===== src/rtl/btb_predict_ctrl.sv =====
// BTB client controller: lookup at fetch, in-flight prediction queue,
// resolve at EX with flush/redirect, BTB training writes and statistics.
//
// Ports:
//   CLK, nRST          clock, async active-low reset
//   fetch_*            fetch request; pred_npc/fetch_hold back to fetch
//   btb_pc/target/taken BTB read port
//   ex_*, ext_flush    EX resolution and external flush
//   flush/redirect_pc  registered mispredict flush and correct next PC
//   btb_wen/..._w      registered BTB write port
//   br_cnt/mp_cnt/q_err statistics and sticky queue underflow flag
module btb_predict_ctrl #(
    parameter int WORD_W = 32,
    parameter int DEPTH  = 4,
    parameter int CNT_W  = 16
) (
    input  logic              CLK,
    input  logic              nRST,
    input  logic              fetch_valid,
    input  logic              fetch_stall,
    input  logic [WORD_W-1:0] fetch_pc,
    output logic [WORD_W-1:0] pred_npc,
    output logic              fetch_hold,
    output logic [WORD_W-1:0] btb_pc,
    input  logic [WORD_W-1:0] btb_target,
    input  logic              btb_taken,
    input  logic              ex_valid,
    input  logic              ex_branch,
    input  logic              ex_taken,
    input  logic [WORD_W-1:0] ex_target,
    input  logic              ext_flush,
    output logic              flush,
    output logic [WORD_W-1:0] redirect_pc,
    output logic              btb_wen,
    output logic [WORD_W-1:0] btb_pc_w,
    output logic [WORD_W-1:0] btb_target_w,
    output logic              btb_taken_w,
    output logic [CNT_W-1:0]  br_cnt,
    output logic [CNT_W-1:0]  mp_cnt,
    output logic              q_err
);

    localparam int PW = $clog2(DEPTH);

    logic [WORD_W-1:0] pc_mem  [DEPTH];
    logic [WORD_W-1:0] tgt_mem [DEPTH];
    logic              tk_mem  [DEPTH];

    logic [PW-1:0] wr_q, wr_d;
    logic [PW-1:0] rd_q, rd_d;
    logic [PW:0]   cnt_q, cnt_d;

    logic              flush_q, flush_d;
    logic [WORD_W-1:0] redir_q, redir_d;
    logic              wen_q, wen_d;
    logic [WORD_W-1:0] pcw_q, pcw_d;
    logic [WORD_W-1:0] tgtw_q, tgtw_d;
    logic              tkw_q, tkw_d;
    logic [CNT_W-1:0]  br_q, br_d;
    logic [CNT_W-1:0]  mp_q, mp_d;
    logic              qerr_q, qerr_d;

    logic              empty, full, pop, push, p;
    logic              mp, train, clear;
    logic [WORD_W-1:0] h_pc, h_tgt, h_seq, pn, an;
    logic              h_tk;

    // Lookup
    assign btb_pc   = fetch_pc;
    assign p        = fetch_valid & btb_taken;
    assign pred_npc = p ? btb_target : fetch_pc + WORD_W'(4);

    // Queue control
    assign empty      = (cnt_q == '0);
    assign full       = (cnt_q == (PW+1)'(DEPTH));
    assign pop        = ex_valid & ~empty;
    assign push       = fetch_valid & ~fetch_stall & (~full | pop);
    assign fetch_hold = full & ~pop;

    // Resolve against head entry
    assign h_pc  = pc_mem[rd_q];
    assign h_tgt = tgt_mem[rd_q];
    assign h_tk  = tk_mem[rd_q];
    assign h_seq = h_pc + WORD_W'(4);
    assign pn    = h_tk ? h_tgt : h_seq;
    assign an    = (ex_branch & ex_taken) ? ex_target : h_seq;
    assign mp    = pop & (pn != an);
    assign train = pop & (ex_branch | h_tk);
    // Either flush source empties the queue and drops any same-cycle push
    assign clear = mp | ext_flush;

    always_comb begin
        wr_d    = wr_q;
        rd_d    = rd_q;
        cnt_d   = cnt_q;
        flush_d = mp;
        redir_d = redir_q;
        wen_d   = train;
        pcw_d   = pcw_q;
        tgtw_d  = tgtw_q;
        tkw_d   = tkw_q;
        br_d    = br_q;
        mp_d    = mp_q;
        qerr_d  = qerr_q | (ex_valid & empty);

        if (clear) begin
            wr_d  = '0;
            rd_d  = '0;
            cnt_d = '0;
        end else begin
            if (push) wr_d = wr_q + PW'(1);
            if (pop)  rd_d = rd_q + PW'(1);
            unique case (1'b1)
                push & ~pop: cnt_d = cnt_q + (PW+1)'(1);
                pop & ~push: cnt_d = cnt_q - (PW+1)'(1);
                default:     cnt_d = cnt_q;
            endcase
        end

        if (mp) redir_d = an;

        if (train) begin
            pcw_d  = h_pc;
            tkw_d  = ex_branch & ex_taken;
            tgtw_d = ex_branch ? ex_target : h_tgt;
        end

        if (pop & ex_branch & ~(&br_q)) br_d = br_q + CNT_W'(1);
        if (mp & ~(&mp_q))              mp_d = mp_q + CNT_W'(1);
    end

    always_ff @(posedge CLK or negedge nRST) begin
        if (!nRST) begin
            wr_q    <= '0;
            rd_q    <= '0;
            cnt_q   <= '0;
            flush_q <= 1'b0;
            redir_q <= '0;
            wen_q   <= 1'b0;
            pcw_q   <= '0;
            tgtw_q  <= '0;
            tkw_q   <= 1'b0;
            br_q    <= '0;
            mp_q    <= '0;
            qerr_q  <= 1'b0;
        end else begin
            wr_q    <= wr_d;
            rd_q    <= rd_d;
            cnt_q   <= cnt_d;
            flush_q <= flush_d;
            redir_q <= redir_d;
            wen_q   <= wen_d;
            pcw_q   <= pcw_d;
            tgtw_q  <= tgtw_d;
            tkw_q   <= tkw_d;
            br_q    <= br_d;
            mp_q    <= mp_d;
            qerr_q  <= qerr_d;
        end
    end

    // Entry storage; validity is tracked by the pointers alone
    always_ff @(posedge CLK) begin
        if (push) begin
            pc_mem[wr_q]  <= fetch_pc;
            tgt_mem[wr_q] <= btb_target;
            tk_mem[wr_q]  <= p;
        end
    end

    assign flush        = flush_q;
    assign redirect_pc  = redir_q;
    assign btb_wen      = wen_q;
    assign btb_pc_w     = pcw_q;
    assign btb_target_w = tgtw_q;
    assign btb_taken_w  = tkw_q;
    assign br_cnt       = br_q;
    assign mp_cnt       = mp_q;
    assign q_err        = qerr_q;

endmodule


===== config.mk =====
export PLATFORM = sky130hd
export DESIGN_NAME = btb_predict_ctrl
export DESIGN_NICKNAME = d
export VERILOG_FILES = /design/src/rtl/btb_predict_ctrl.sv
export SDC_FILE = /design/constraint.sdc
export NUM_CORES = 1
export LEC_CHECK = 0
export CORE_UTILIZATION = 35
export DETAILED_ROUTE_END_ITERATION = 7
export GPL_TIMING_DRIVEN = 0
export SLEW_MARGIN = 20
export SYNTH_ARGS = -nofsm -noshare
export SYNTH_HDL_FRONTEND = slang
export SYNTH_SLANG_ARGS = --single-unit

===== constraint.sdc =====
create_clock -name CLK -period 5.3 [get_ports CLK]
set_clock_uncertainty 0.05 [all_clocks]
set_input_delay 1.06 -clock CLK [delete_from_list [all_inputs] [get_ports CLK]]
set_output_delay 1.06 -clock CLK [all_outputs]
set_load 0.05 [all_outputs]

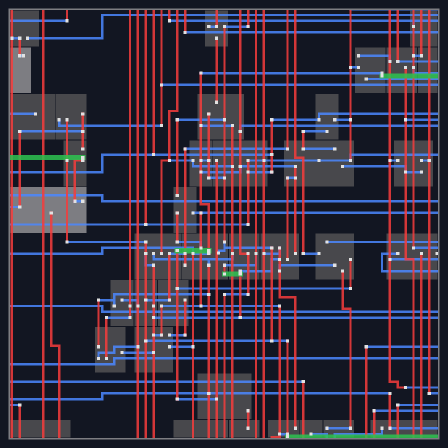
**Above:** layout detail.
Region (105, 105) to (130, 130) um. Cells in gray, sequential cells in the stronger gray; small squares are vias.
metal 3: shown in green. metal 2: shown in red. metal 1: shown in blue.
24 logic cells have their middle in the window. Most frequent: nand2_1 (4), nor2_1 (3). Sequential cells in the window: 0.

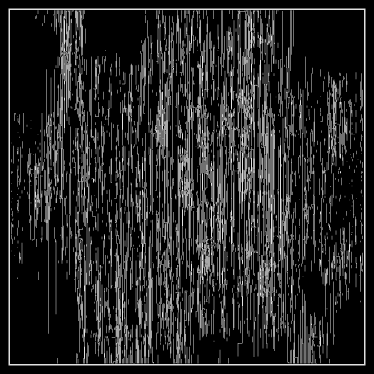
**Above:** M2 wires.
Scale: 1.5 px per um.
The wires run mostly vertical. 1682 nets have wire on it. The longest straight run is 148 um.
GRT met2 Usage: 0.359
Detailed Route WL: 60300 um
DR vias: 13528

==> results.cfg <==
; generated from flow reports
[outcome]
outcome = complete, no violations

[synth]
ys_cells = 1502
synth_top_flop_cell = edfxtp_1
ys_seq_share = 0.589
yosysUniqueCellTypes = 66
ys_seq_elements = 399
synth_warnings = 0

[floorplan]
fp.dieH_um = 236
pin_count = 302
core_area_um2 = 53900

[setup_path]
reg2reg_from = rd_q[0]
endpoint_kind = output port
endpoint = pred_npc[31]
cp_max_fo = 8
worst-r2r-setup-slack_ns = 0.25

[pwr]
p_leak_uw = 0.00909
powerDensity_nw_per_um2 = 454
ir_worst_vdd_uv = 234

[clocking]
clkSinkCount = 399
clk_pin_slew_worst_paths_ns = 0.05

[timing]
slew_viol_final = 0
fin_crit_sh = 0.972
setup_viol = 0

[drt]
first_pass_iters = 6
ant_nets = 0

[global_routing]
overflow = 0

[placed_design]
io_buffers = 300

[cells_and_area]
diodes = 0
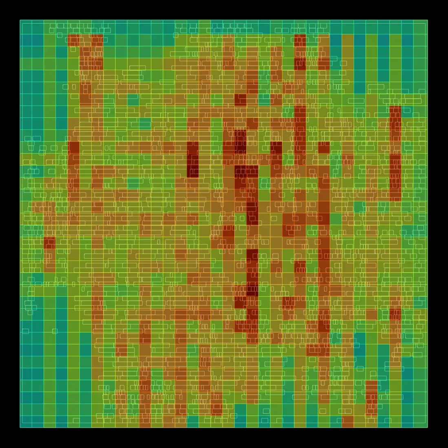
**Above:** routing congestion.
Wirelength per Cell: 23.3 um
GR Util All Layers: 0.216
M3 GR Usage: 0.0405
layer with the highest usage: met2
Core Util, Final: 0.460

==> synthesized netlist by cell type, drive strengths merged, types with 3 or more instances <==
cell type	number
ha	8
nand3b	4
a21oi	20
nand2b	6
dfrtp	139
a22oi	3
nor4	12
mux4	65
nand4	29
nor2b	8
o22ai	4
and3	17
a31oi	6
a21o	26
o211ai	6
and4	5
xnor2	88
nand3	40
nor3	25
and2	14
o31ai	6
nor3b	9
o21ai	91
nor2	75
or4	4
xor2	62
inv	22
clkbuf	42
nand2	218
a211oi	28
or3	5
edfxtp	260
or2	4
buf	64
mux2i	51
o311ai	4
mux2	10
==> placed cells by master (no fill, tap or decap), types with 50 or more instances in the layout <==
cell             netlist  routed
clkbuf_1              42      54
nor2_1                75      73
nand2_1              218     218
clkdlybuf4s50_1        0     285
xor2_1                62      60
dfrtp_1              139     139
mux4_2                65      65
o21ai_0               82      82
mux2i_1               50      50
edfxtp_1             260     260
xnor2_1               88      88
==> critical path: stages <==
cell and delay (ns):
clkdlybuf4s50_1 0.68, and3_1 0.29, nand4_1 0.31, nor2_4 0.28, nand3_2 0.19, or4_1 0.49
xor2_1 0.16, o21ai_0 0.16, clkdlybuf4s15_2 0.41
==> metal layers <==
| layer | vias to the layer above | track usage |
|---|---|---|
| met1 | 6808 | 0.294 |
| met2 | 427 | 0.359 |
| li1 | 6222 | - |
| met4 | 0 | 0.0473 |
| met3 | 71 | 0.0405 |
| met5 | - | 0 |
==> per-stage QoR <==
stage,cell area (um2),cells,total power (uW),setup TNS [ns]
after global placement,23000,2498,8270,-479.10
after global routing,24800,2588,11700,0
after floorplan,19200,1502,6720,0
final,24800,2588,11200,0
after CTS,24700,2587,11400,0
after detailed placement,23200,2503,8320,-45.64
==> repair_timing <==
item	4_1_cts	5_1_grt
endpoints found under the setup margin	68	65
setup buffers	3	3
pin swaps	3	5
resized	30	30
==> layout make-up <==
cell class                 count  area, um2
multi-input combinational    975       7280
buffer                       104        653
fill                        4940      29100
inverter                      22       82.6
sequential                   399      11300
timing repair buffer         311       3200
clock inverter                20        211
clock buffer                  61       1190
tap                          696        871
==> kinds of logic after synthesis <==
logic type	count (synthesis)	share of synthesized area
compound gates	213	0.0709
xor+xnor	150	0.0686
fa+ha+maj	9	0.00627
buf+inv	128	0.0376
flops	399	0.589
mux	126	0.110
simple gates	477	0.118
==> where the power goes <==
part	internal, uW	switching, uW
combinational	1360	2780
sequential	3840	291
clock	1730	1250
total	6920	4320
==> flip-flops by register name, indices dropped and copies added (netlist names) <==
register	flops
wr_q	2
flush	1
btb_taken_w	1
rd_q	2
tk_mem	4
cnt_q	3
br_cnt	16
q_err	1
pc_mem	128
btb_wen	1
redirect_pc	32
btb_target_w	32
tgt_mem	128
mp_cnt	16
btb_pc_w	32
==> worst min-delay path by stage <==
stage                  start               end
floorplan           cnt_q[2]          cnt_q[2]
global placement       q_err             q_err
detailed placement     q_err             q_err
CTS                     nRST  btb_target_w[31]
global route            nRST        br_cnt[12]
finish                  nRST        br_cnt[11]
Power is estimated from default activity; no workload was simulated.
